Fig. 1: metal 3
(2 px per µm)
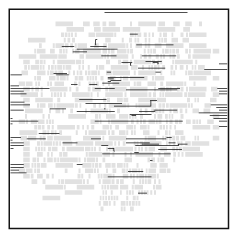
Fig. 2: wiring by layer
(3 px per µm) Two of the layers only.
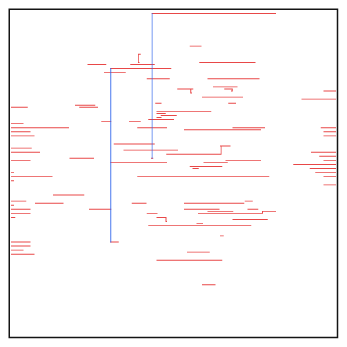
Fig. 3: placement view
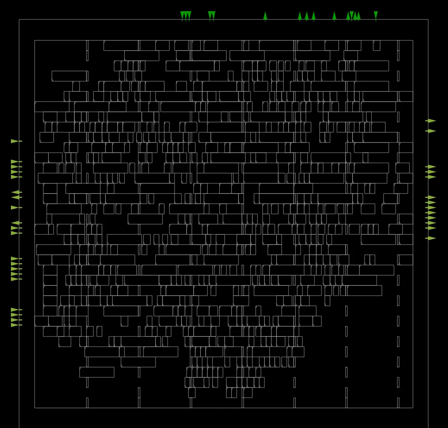
Fig. 4: wires at chosen ports, followed through buffers
(4 px per µm)
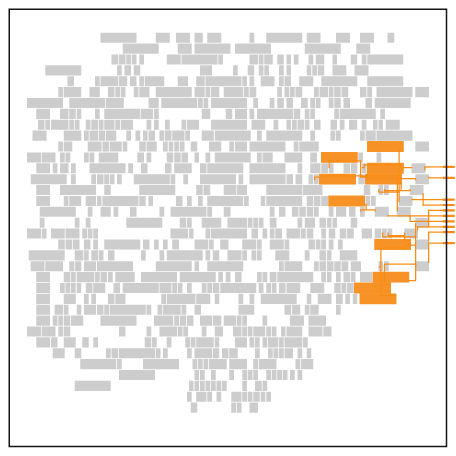
## src/rtl/seq_divider_if.sv

```systemverilog
// Handshake and result bus between a requester and the sequential divider.
interface seq_divider_if #(
  parameter int unsigned WIDTH = 10
);
  logic             start;
  logic             signed_mode;
  logic [WIDTH-1:0] a;
  logic [WIDTH-1:0] b;
  logic             busy;
  logic             done;
  logic [WIDTH-1:0] quotient;
  logic [WIDTH-1:0] remainder;
  logic             div_by_zero;
  logic             overflow;

  modport master (
    output start, signed_mode, a, b,
    input  busy, done, quotient, remainder, div_by_zero, overflow
  );

  modport slave (
    input  start, signed_mode, a, b,
    output busy, done, quotient, remainder, div_by_zero, overflow
  );
endinterface

```

## src/rtl/seq_divider.sv

```systemverilog
// Radix-2 restoring divider, one quotient bit per cycle, unsigned or two's-complement.
// Results and flags are held until the FIX step of the next accepted operation.
module seq_divider #(
  parameter int unsigned WIDTH = 10
) (
  input logic          clk,
  input logic          rst_n,
  seq_divider_if.slave bus
);
  localparam int unsigned CW = $clog2(WIDTH + 1);

  typedef enum logic [1:0] {IDLE, RUN, FIX, DONE} state_t;

  state_t           state;
  logic [WIDTH-1:0] dvd;
  logic [WIDTH-1:0] dvs;
  logic [WIDTH-1:0] rem;
  logic [WIDTH-1:0] a_raw;
  logic [CW-1:0]    count;
  logic             neg_q;
  logic             neg_r;
  logic             dz_pend;
  logic             ovf_pend;

  logic             neg_a_c;
  logic             neg_b_c;
  logic [WIDTH-1:0] a_mag_c;
  logic [WIDTH-1:0] b_mag_c;
  logic [WIDTH:0]   rem_shift_c;
  logic [WIDTH:0]   trial_c;

  // Operand magnitudes; the most-negative value maps to its unsigned magnitude.
  assign neg_a_c = bus.signed_mode & bus.a[WIDTH-1];
  assign neg_b_c = bus.signed_mode & bus.b[WIDTH-1];
  assign a_mag_c = neg_a_c ? (~bus.a + WIDTH'(1)) : bus.a;
  assign b_mag_c = neg_b_c ? (~bus.b + WIDTH'(1)) : bus.b;

  // Trial subtraction; the partial remainder stays below the divisor, so the
  // top bit of the difference is the borrow (set when the divisor does not fit).
  assign rem_shift_c = {rem, dvd[WIDTH-1]};
  assign trial_c     = rem_shift_c - {1'b0, dvs};

  always_ff @(posedge clk or negedge rst_n) begin
    if (!rst_n) begin
      state           <= IDLE;
      dvd             <= '0;
      dvs             <= '0;
      rem             <= '0;
      a_raw           <= '0;
      count           <= '0;
      neg_q           <= 1'b0;
      neg_r           <= 1'b0;
      dz_pend         <= 1'b0;
      ovf_pend        <= 1'b0;
      bus.busy        <= 1'b0;
      bus.done        <= 1'b0;
      bus.quotient    <= '0;
      bus.remainder   <= '0;
      bus.div_by_zero <= 1'b0;
      bus.overflow    <= 1'b0;
    end else begin
      case (state)
        IDLE, DONE: begin
          state    <= IDLE;
          bus.done <= 1'b0;
          if (bus.start) begin
            a_raw    <= bus.a;
            dvd      <= a_mag_c;
            dvs      <= b_mag_c;
            rem      <= '0;
            count    <= CW'(WIDTH);
            neg_q    <= neg_a_c ^ neg_b_c;
            neg_r    <= neg_a_c;
            dz_pend  <= (bus.b == '0);
            ovf_pend <= bus.signed_mode
                        && (bus.a == {1'b1, {(WIDTH-1){1'b0}}})
                        && (bus.b == '1);
            bus.busy <= 1'b1;
            state    <= (bus.b == '0) ? FIX : RUN;
          end
        end
        RUN: begin
          rem   <= trial_c[WIDTH] ? rem_shift_c[WIDTH-1:0] : trial_c[WIDTH-1:0];
          dvd   <= {dvd[WIDTH-2:0], ~trial_c[WIDTH]};
          count <= count - CW'(1);
          if (count == CW'(1)) state <= FIX;
        end
        FIX: begin
          if (dz_pend) begin
            bus.quotient  <= '1;
            bus.remainder <= a_raw;
          end else begin
            bus.quotient  <= neg_q ? (~dvd + WIDTH'(1)) : dvd;
            bus.remainder <= neg_r ? (~rem + WIDTH'(1)) : rem;
          end
          bus.div_by_zero <= dz_pend;
          bus.overflow    <= ovf_pend;
          bus.busy        <= 1'b0;
          bus.done        <= 1'b1;
          state           <= DONE;
        end
        default: state <= IDLE;
      endcase
    end
  end
endmodule

```

## src/flat_wrapper.sv

```systemverilog
// flat-port wrapper written by rule: the top's interface ports become plain ports
module seq_divider_flat 
#(
  parameter int unsigned WIDTH = 10
)
  (clk, rst_n, bus_start, bus_signed_mode, bus_a, bus_b, bus_busy, bus_done, bus_quotient, bus_remainder, bus_div_by_zero, bus_overflow);
  seq_divider_if #(.WIDTH(WIDTH)) bus_i ();
  input logic clk;
  input logic rst_n;
  input wire logic [$bits(bus_i.start)-1:0] bus_start;
  input wire logic [$bits(bus_i.signed_mode)-1:0] bus_signed_mode;
  input wire logic [$bits(bus_i.a)-1:0] bus_a;
  input wire logic [$bits(bus_i.b)-1:0] bus_b;
  output wire logic [$bits(bus_i.busy)-1:0] bus_busy;
  output wire logic [$bits(bus_i.done)-1:0] bus_done;
  output wire logic [$bits(bus_i.quotient)-1:0] bus_quotient;
  output wire logic [$bits(bus_i.remainder)-1:0] bus_remainder;
  output wire logic [$bits(bus_i.div_by_zero)-1:0] bus_div_by_zero;
  output wire logic [$bits(bus_i.overflow)-1:0] bus_overflow;
  assign bus_i.start = bus_start;
  assign bus_i.signed_mode = bus_signed_mode;
  assign bus_i.a = bus_a;
  assign bus_i.b = bus_b;
  assign bus_busy = bus_i.busy;
  assign bus_done = bus_i.done;
  assign bus_quotient = bus_i.quotient;
  assign bus_remainder = bus_i.remainder;
  assign bus_div_by_zero = bus_i.div_by_zero;
  assign bus_overflow = bus_i.overflow;
  seq_divider #(.WIDTH(WIDTH)) u_core (.clk(clk), .rst_n(rst_n), .bus(bus_i));
endmodule
```

## config.mk

```make
export PLATFORM = sky130hd
export DESIGN_NAME = seq_divider_flat
export DESIGN_NICKNAME = d
export VERILOG_FILES = /design/src/rtl/seq_divider_if.sv /design/src/rtl/seq_divider.sv /design/src/flat_wrapper.sv
export SDC_FILE = /design/constraint.sdc
export NUM_CORES = 1
export LEC_CHECK = 0
export ABC_AREA = 1
export CAP_MARGIN = 20
export CORE_MARGIN = 4
export CORE_UTILIZATION = 45
export DETAILED_ROUTE_END_ITERATION = 10
export PLACE_DENSITY = 0.71
export SLEW_MARGIN = 10
export SYNTH_ARGS = -nofsm -noshare
export SYNTH_HDL_FRONTEND = slang
export SYNTH_SLANG_ARGS = --single-unit
```

## constraint.sdc

```tcl
create_clock -name clk -period 4.23 [get_ports clk]
set_clock_uncertainty 0.2 [all_clocks]
set_input_delay 0.6345 -clock clk [delete_from_list [all_inputs] [get_ports clk]]
set_output_delay 0.6345 -clock clk [all_outputs]
set_load 0.005 [all_outputs]
```

==> qor.csv <==
stage,metric,value,unit
setup_path,ordered_cell_list_for_the_critical_path,inv_1 > ha_1 > nand2_2 > o21ai_1 > inv_2 > nand2_1 > o221ai_1,
synthesis,synth.most_common_cell,sky130_fd_sc_hd__nand2_1,
routing,remaining_drc_errors,0,
pwr,internal_power,2050,µW
final_timing,setup_slack,1.37,ns
synthesis,yosys_warnings,0,
run_status,run_status,completed,
grt,antenna_violations_before_repair,0,
pwr,pwr-share-seq,32.0,%
setup_path,total_stage_count_of_the_critical_path,7,
clock_network,cts.clk_slew.worst_paths,0.09,ns
setup_path,slowest_delay,0.69,ns
setup_path,critPathLaunchType,register,
clock_network,htreeDepth,3,
synthesis,yosys-stat-area,4580,µm²
setup_path,critPathKind,register to register,
finish,comb_area_share,43.4,%
final_timing,maxSlewHeadroom,40.7,%
die,die_height,109,µm
finish,count_of_buffers_not_belonging_to_the_clock_network_in_the_layout,51,
## Picture notes: Fig. 1
- share of all routed wire: 7.0%
- longest straight run: 43.7 µm
- nets with wire on the layer: 83
- wire length on this layer: 823 µm
- main direction: horizontal

## Picture notes: Fig. 2
- blue: M4 (wire length 106 µm)
- red: M3 (wire length 823 µm)

## Picture notes: Fig. 3
tally of non-filler cells in the final layout: 796
final standard cell utilization of the core: 54.1%
area of the core: 9860 µm²

## Picture notes: Fig. 4
- orange: bus_remainder (bits 10; direction output; end cells 10; buffers 10; wire 262 µm)

Power figures rest on the tool's default switching activity, not on a simulated workload.
